===== config.mk =====
export PLATFORM = sky130hd
export DESIGN_NAME = droplet_mux_sequencer
export DESIGN_NICKNAME = d
export VERILOG_FILES = /design/src/rtl/droplet_mux_sequencer.sv
export SDC_FILE = /design/constraint.sdc
export NUM_CORES = 1
export LEC_CHECK = 0
export ABC_AREA = 0
export ABC_CLOCK_PERIOD_IN_PS = 3150
export CAP_MARGIN = 20
export CORE_MARGIN = 2
export CORE_UTILIZATION = 40
export CTS_BUF_LIST = sky130_fd_sc_hd__clkbuf_2 sky130_fd_sc_hd__clkbuf_4 sky130_fd_sc_hd__clkbuf_8
export DETAILED_ROUTE_END_ITERATION = 12
export PLACE_DENSITY = 0.61
export SLEW_MARGIN = 20
export SYNTH_ARGS = -nofsm -noshare
export SYNTH_HDL_FRONTEND = slang
export SYNTH_SLANG_ARGS = --single-unit
export TNS_END_PERCENT = 100

===== constraint.sdc =====
create_clock -name clk -period 3.15 [get_ports clk]
set_input_delay 0.4725 -clock clk [delete_from_list [all_inputs] [get_ports clk]]
set_output_delay 0.4725 -clock clk [all_outputs]
set_load 0.1 [all_outputs]

===== src/rtl/droplet_mux_sequencer.sv =====
// droplet_mux_sequencer
// Drives the two valve lines of the dual-source droplet mux with break-before-make
// timing. The host asks for a number of droplets from a starting source and can ask
// for the source to alternate after every droplet. Each droplet is one SETTLE
// window with both valves closed, followed by one OPEN window on the selected path.
// A final SETTLE window follows the last droplet, so both valves are closed when
// done pulses.
//
// Optional feature: define DROPLET_MUX_SEQUENCER_ABORT_EN to add the abort input.
//
// Ports:
//   clk, rst_n         clock, asynchronous active-low reset
//   req_valid/ready    request handshake (ready only while IDLE)
//   req_src            starting source: 0 = cp1 path, 1 = cp2 path
//   req_alt            1 = toggle the source after every droplet
//   req_count          number of droplets to dispense
//   abort              (optional) stop after the current SETTLE window
//   cp1, cp2           registered valve controls, 1 = open
//   busy               request in SETTLE/OPEN
//   done               one-cycle completion pulse
//   droplets_out       droplets completed in the current/last request
module droplet_mux_sequencer #(
  parameter int unsigned SETTLE_CYCLES   = 16,
  parameter int unsigned DISPENSE_CYCLES = 64,
  parameter int unsigned CNT_W           = 8
) (
  input  logic             clk,
  input  logic             rst_n,
  input  logic             req_valid,
  output logic             req_ready,
  input  logic             req_src,
  input  logic             req_alt,
  input  logic [CNT_W-1:0] req_count,
`ifdef DROPLET_MUX_SEQUENCER_ABORT_EN
  input  logic             abort,
`endif
  output logic             cp1,
  output logic             cp2,
  output logic             busy,
  output logic             done,
  output logic [CNT_W-1:0] droplets_out
);

  localparam int unsigned MAX_CYC = (SETTLE_CYCLES > DISPENSE_CYCLES) ? SETTLE_CYCLES
                                                                      : DISPENSE_CYCLES;
  localparam int unsigned TMR_W   = (MAX_CYC > 1) ? $clog2(MAX_CYC) : 1;
  localparam logic [TMR_W-1:0] SETTLE_LOAD = TMR_W'(SETTLE_CYCLES - 1);
  localparam logic [TMR_W-1:0] OPEN_LOAD   = TMR_W'(DISPENSE_CYCLES - 1);

  typedef enum logic [1:0] {IDLE, SETTLE, OPEN, DONE} state_t;

  state_t           state_q, state_d;
  logic [TMR_W-1:0] tmr_q, tmr_d;
  logic [CNT_W-1:0] rem_q, rem_d;
  logic [CNT_W-1:0] drops_d;
  logic             src_q, src_d;
  logic             alt_q, alt_d;
  logic             cp1_d, cp2_d, busy_d, done_d, ready_d;
  logic             accept_c;
  logic             abort_c;

`ifdef DROPLET_MUX_SEQUENCER_ABORT_EN
  assign abort_c = abort;
`else
  assign abort_c = 1'b0;
`endif

  // req_ready is only ever high in IDLE, so it doubles as the state qualifier.
  assign accept_c = req_valid && req_ready;

  // State, timer, counters and registered outputs.
  always_ff @(posedge clk or negedge rst_n) begin
    if (!rst_n) begin
      state_q      <= IDLE;
      tmr_q        <= '0;
      rem_q        <= '0;
      src_q        <= 1'b0;
      alt_q        <= 1'b0;
      droplets_out <= '0;
      cp1          <= 1'b0;
      cp2          <= 1'b0;
      busy         <= 1'b0;
      done         <= 1'b0;
      req_ready    <= 1'b0;
    end else begin
      state_q      <= state_d;
      tmr_q        <= tmr_d;
      rem_q        <= rem_d;
      src_q        <= src_d;
      alt_q        <= alt_d;
      droplets_out <= drops_d;
      cp1          <= cp1_d;
      cp2          <= cp2_d;
      busy         <= busy_d;
      done         <= done_d;
      req_ready    <= ready_d;
    end
  end

  // Next state and next register values; outputs decode the next state so they are
  // registered yet aligned with the state they describe.
  always_comb begin
    state_d = state_q;
    tmr_d   = tmr_q;
    rem_d   = rem_q;
    src_d   = src_q;
    alt_d   = alt_q;
    drops_d = droplets_out;

    case (state_q)
      IDLE: begin
        if (accept_c) begin
          src_d   = req_src;
          alt_d   = req_alt;
          rem_d   = req_count;
          drops_d = '0;
          tmr_d   = SETTLE_LOAD;
          state_d = (req_count == '0) ? DONE : SETTLE;
        end
      end
      SETTLE: begin
        if (abort_c) begin
          // Restart the closed window so the valves stay shut a full SETTLE.
          tmr_d = SETTLE_LOAD;
          rem_d = '0;
        end else if (tmr_q == '0) begin
          if (rem_q != '0) begin
            state_d = OPEN;
            tmr_d   = OPEN_LOAD;
          end else begin
            state_d = DONE;
          end
        end else begin
          tmr_d = tmr_q - TMR_W'(1);
        end
      end
      OPEN: begin
        if (abort_c) begin
          // The droplet in flight is abandoned and not counted.
          state_d = SETTLE;
          tmr_d   = SETTLE_LOAD;
          rem_d   = '0;
        end else if (tmr_q == '0) begin
          drops_d = droplets_out + CNT_W'(1);
          rem_d   = rem_q - CNT_W'(1);
          src_d   = src_q ^ alt_q;
          state_d = SETTLE;
          tmr_d   = SETTLE_LOAD;
        end else begin
          tmr_d = tmr_q - TMR_W'(1);
        end
      end
      DONE:    state_d = IDLE;
      default: state_d = IDLE;
    endcase

    cp1_d   = (state_d == OPEN) && !src_d;
    cp2_d   = (state_d == OPEN) && src_d;
    busy_d  = (state_d == SETTLE) || (state_d == OPEN);
    done_d  = (state_d == DONE);
    ready_d = (state_d == IDLE);
  end

endmodule

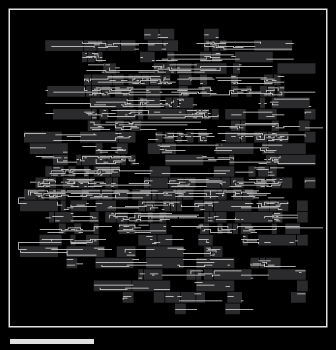
(run_1/met1.png)
Bar = 20 um.
243 nets have wire on it. The longest straight run is 17.5 um.

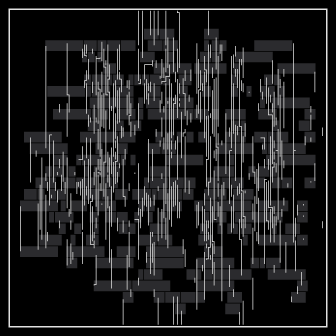
(run_1/met2.png)
The longest straight run is 47.3 um. The layer holds 48% of the routed length.

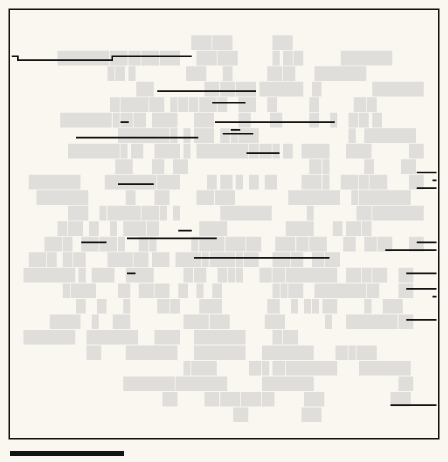
(run_1/met3.png)
Bar = 20 um.
The wires run mostly horizontal. 21 nets have wire on it. The longest straight run is 23.5 um. The layer carries 204 um of wire.

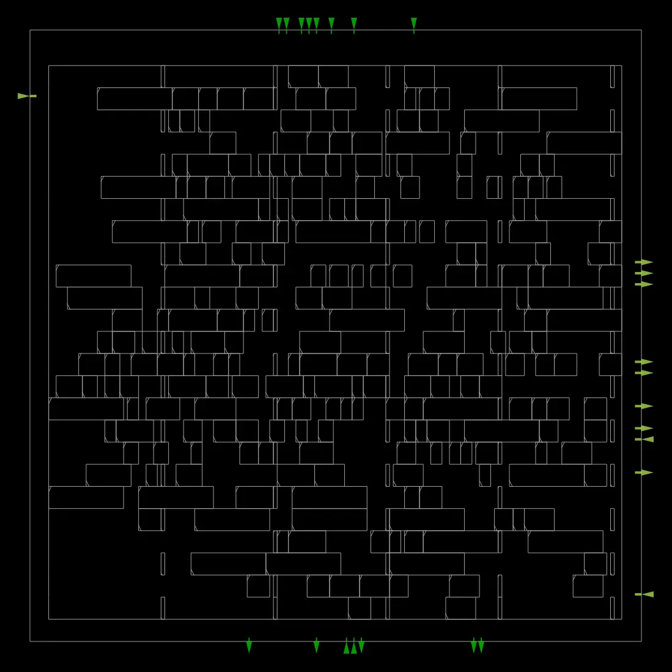
(run_1/final_placement.png)
std cell rows: 25
Tapcell Cnt: 67
post-route insts no fill: 313
Filler Cell Count: 463
sequential portion of the cell area: 32.5%

==> reports/metrics.yaml, run 1 <==
yosys:
  edf_count: 0
  ys_seq_share_pct: 38.4
  synth_nets: 243
  most_common_cell: "dfrtp_1"
  synth.yosys.chip_area_mm2: 0.00202
placed_design:
  globalplace.congestion: 0.796
  dpl.hpwl_um: 3510
detailed_routing:
  drt-wirelength-per-cell_um: 15.3
  route.final.wire_length_um: 4790
  detailed_routing_iterations_pass_1: 4
power:
  dominant_power_group: "sequential cells"
  internal_power_uw: 568
  share_seq_of_total_power_pct: 55.7
  clock_power_uw: 290
  power.switching_fraction_pct: 20.5
min_path:
  worst_hold_stages: 2
global_routing:
  first_pass_grt_wire_length_um: 8180
  grt_util_all_layers_pct: 19.2
sta:
  fin_crit_share_pct: 69.7
  post-route-min-period_ns: 2.20
  setup_viol: 0
  worst_pin_slew_ns: 0.960
  setup_total_negative_slack_ns: 0
critical_path:
  worst_setup_path_startpoint: "cp1"
  timing.critical_path.depth: 1
  timing_endpoint_of_the_critical_path: "cp1"
  worst-path-buf-inv: 1
run_status:
  outcome: "finished clean"
final_layout:
  drive_gt1_share_pct: 14.2
cts:
  post_cts_resize_count: 0
## run 1: kinds of logic after synthesis
kind of cell,Yosys count,share of synthesized area (%)
DFF,31,38.4
AOI/OAI and AO/OA,62,21.2
adders and majority gates,10,6.19
and+or+nand+nor,89,25.7
buffers and inverters,21,4.76
muxes,7,3.77
## run 1: final cells by class
cell class	count	area, um2
Timing Repair Buffer	29	253
Inverter	12	45.0
Clock buffer	6	76.3
Tap cell	67	83.8
Fill cell	463	2400
Sequential cell	31	776
Multi-Input combinational cell	168	1150
## run 1: routing by layer
layer | up-vias | routed length (um) | track usage, %
met5 | - | 0 | 0
met3 | 5 | 204 | 4.15
met4 | 0 | 57 | 6.15
met2 | 35 | 2280 | 30.4
li1 | 886 | - | -
met1 | 866 | 2250 | 26.2
## run 1: cells in the final DEF, fill, tap and decap left out, drive strengths merged, types with 2 or more instances in the layout
cell type	synthesis	final
nand3	11	11
nand4	6	6
o41ai	2	2
buf	8	15
ha	10	10
a21oi	14	14
nor3	5	5
or3	2	2
o21a	2	2
clkdlybuf4s50	0	14
a311oi	3	3
nor4	3	3
and3	4	4
mux2	2	2
nor3b	4	4
and2	2	2
o31ai	2	2
inv	12	12
or4	6	6
o21ai	14	14
dfrtp	31	31
o22ai	6	6
nor2b	2	2
nand2b	3	3
clkbuf	1	6
o22a	5	5
a31oi	3	3
nand4b	2	2
nor2	17	17
and4	2	2
nand2	17	17
mux2i	5	5
## run 1: flip-flops by register name (all words and copies together), names as in the netlist
register / flops
cp1: 1
alt_q: 1
cp2: 1
src_q: 1
tmr_q: 6
state_q: 2
droplets_out: 8
req_ready: 1
rem_q: 8
busy: 1
done: 1
==> inputs of run 2 (changes only) <==
--- a/config.mk
+++ b/config.mk
@@ -6,13 +6,13 @@
 export NUM_CORES = 1
 export LEC_CHECK = 0
 export ABC_AREA = 0
-export ABC_CLOCK_PERIOD_IN_PS = 3150
+export ABC_CLOCK_PERIOD_IN_PS = 1900
 export CAP_MARGIN = 20
 export CORE_MARGIN = 2
 export CORE_UTILIZATION = 40
 export CTS_BUF_LIST = sky130_fd_sc_hd__clkbuf_2 sky130_fd_sc_hd__clkbuf_4 sky130_fd_sc_hd__clkbuf_8
 export DETAILED_ROUTE_END_ITERATION = 12
-export PLACE_DENSITY = 0.61
+export PLACE_DENSITY = 0.63
 export SLEW_MARGIN = 20
 export SYNTH_ARGS = -nofsm -noshare
 export SYNTH_HDL_FRONTEND = slang
==> constraint.sdc (replaced) <==
create_clock -name clk -period 1.9 [get_ports clk]
set_input_delay 0.285 -clock clk [delete_from_list [all_inputs] [get_ports clk]]
set_output_delay 0.285 -clock clk [all_outputs]
set_load 0.1 [all_outputs]
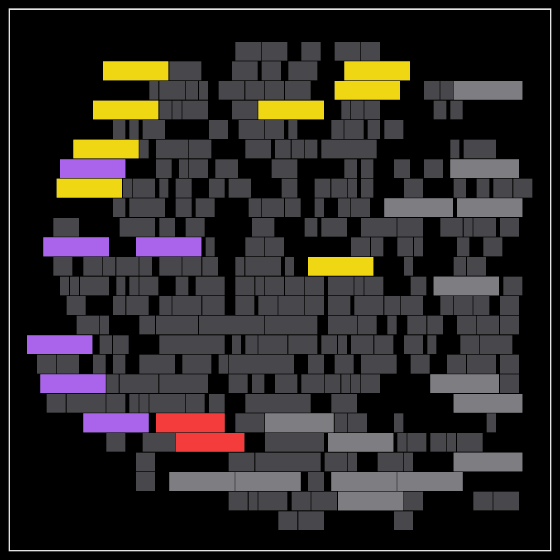
(run_2/registers.png)
Other sequential cells in the stronger grey, the rest of the logic in the fainter grey.
Key: tmr_q = purple [sequential cells 6, where west]; state_q = red [sequential cells 2]; rem_q = yellow [sequential cells 8]
Another 15 sequential cells are not coloured.

==> run 2 against run 1 <==
- combinational power is 100% higher
- die area stayed put
- first-iteration DRC count is 8.5% lower
- register-to-register slack worse by 0.91 ns
- area after synthesis stayed put
- cell count is 13% higher
- clock power is 100% higher
- critical path depth is 5 higher
- global-route usage is 0.45 points higher
- sequential cell count stayed put
- clock skew is 0.0036 ns higher
==> reports/metrics.yaml, run 2 <==
cts:
  post_cts_resize_count: 5  # was 0
  path_clk_slew_ns: 0.07  # was 0.06 ns
global_routing:
  grt_util_all_layers_pct: 19.7  # was 19.2%
  gr-usage-met2_pct: 34.7  # was 30.4%
  routing_usage_on_met3_pct: 4.15  # unchanged
  globalRouteMet1Util_pct: 24.1  # was 26.2%
  first_global_vias: 1847  # was 1660
  first_pass_grt_wire_length_um: 8470  # was 8180 um
  busiest_layer: "met2"  # unchanged
sta:
  worst_pin_slew_ns: 0.464  # was 0.960 ns
  post-route-min-period_ns: 1.88
  fin_crit_share_pct: 99.0
yosys:
  post_synth_and_or_nand_nor_area_fraction_pct: 25.7  # unchanged
  yosys.area_share.adder_pct: 6.19  # unchanged
  ys_ff: 31  # unchanged
  most_common_cell: "dfrtp_1"  # unchanged
  synth_async_sr_flop_share_pct: 100  # unchanged
  synth.yosys.chip_area_mm2: 0.00202  # unchanged
  synth_area_leader_cell: "dfrtp_1"  # unchanged
  post_synth_inst_count: 220  # unchanged
  ys_sh_mux_pct: 3.77  # unchanged
  synth_nets: 243  # unchanged
  main_kind_of_combinational_logic_by_area: "simple AND/OR/NAND/NOR gates"  # unchanged
  ys_seq_share_pct: 38.4  # unchanged
  synth-xor-area-share_pct: 0  # unchanged
  edf_count: 0  # unchanged
  yosys.area_share.aoi_pct: 21.2  # unchanged
final_layout:
  largestRegisters: "droplets_out: 8 flops, rem_q: 8 flops, tmr_q: 6 flops"  # unchanged
  drive_gt1_share_pct: 38.8  # was 14.2%
  layout.cells.most_common_list: "buf_4, dfrtp_1, nand2_1"  # was dfrtp_1, nand2_1, nor2_1, buf_4, clkdlybuf4s50_1
  final_common_cell: "buf_4"  # was dfrtp_1
detailed_routing:
  drt-wirelength-per-cell_um: 15.1  # was 15.3 um
  detailed_routing_iterations_pass_1: 4  # unchanged
  route.final.wire_length_um: 5320  # was 4790 um
  routed_via_density: 5.52  # was 5.73
power:
  share_seq_of_total_power_pct: 50.8  # was 55.7%
critical_path:
  worstPathRequired_ns: 2.08  # was 2.68 ns
  critical_path.endpoint_type: "register"  # was output pin
placed_design:
  globalplace.congestion: 0.873  # was 0.796
  dpl.hpwl_um: 3850  # was 3510 um
floorplanning:
  fp-row-count: 25  # unchanged
  floorplan.core_area_mm2: 0.00479  # unchanged
  dieHeight_um: 75.1  # unchanged
flow_run:
  max_cap_violations: 0  # unchanged
run_status:
  outcome: "finished clean"  # unchanged
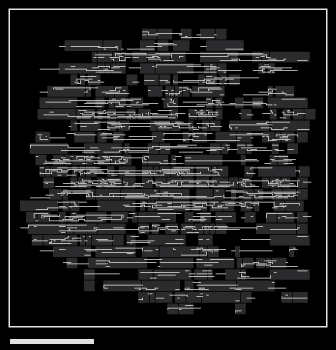
(run_2/met1.png)
Bar = 20 um.
The layer carries 2310 um of wire. The longest straight run is 25.3 um. The wires run mostly horizontal. The layer holds 43% of the routed length. 279 nets have wire on it.

## run 2: cell counts after synthesis
Identical to the previous run, type by type.
## run 2: stage by stage
step,instance area [um2],util [%],hold WS [ns],setup TNS [ns],std cells
2_1_floorplan,2030,-,-0.0106,0,220
3_3_place_gp,2550,53.3,0.507,-2.24,339
6_report,2870,59.9,0.397,0,353
3_5_place_dp,2550,53.3,0.524,-2.38,339
5_1_grt,2870,59.9,0.448,-0.242,353
4_1_cts,2670,55.8,0.413,0,347
## run 2: cell type report
cell class                 instances  area (um2)
clock buffer                       8         104
timing repair buffer              67         548
tap                               67        83.8
sequential                        31         787
fill                             405        1920
multi-input combinational        168        1300
inverter                          12        45.0
## run 2: per-layer routing
layer / wire [um] / part of all wire (%) / vias to the layer above
met2: 2680 / 50 / 40
li1: - / - / 962
met5: 0 / 0 / -
met1: 2310 / 43 / 938
met3: 263 / 4.9 / 8
met4: 70 / 1.3 / 0
## run 2: worst max-delay path, stage by stage
cell             delay [ns]
clkdlybuf4s50_1        0.42
or4_1                  0.54
nor3_2                 0.28
a21oi_2                0.08
mux2_2                 0.30
ha_4                   0.15
## run 2: path summary, 6_finish.rpt
path	start	to	slack, ns
max	req_count[0]	req_ready	0.02
min	rst_n	droplets_out[6]	0.40
max reg2reg	tmr_q[1]	req_ready	0.06
min reg2reg	alt_q	alt_q	0.53
max in group asynchronous	rst_n	state_q[0]	1.19
min in group clk	req_alt	alt_q	0.53
## run 2: power groups by stage
| stage | Sequential (uW) | Clock [uW] | Combinational [uW] |
|---|---|---|---|
| after floorplan | 672 | 0 | 1.33 |
| after global placement | 672 | 0 | 54.5 |
| after detailed placement | 672 | 0 | 54.3 |
| after CTS | 660 | 598 | 54.8 |
| after global routing | 659 | 625 | 60.0 |
| final | 660 | 586 | 54.1 |
No activity file was given, so power comes from the tool's default toggle rates.
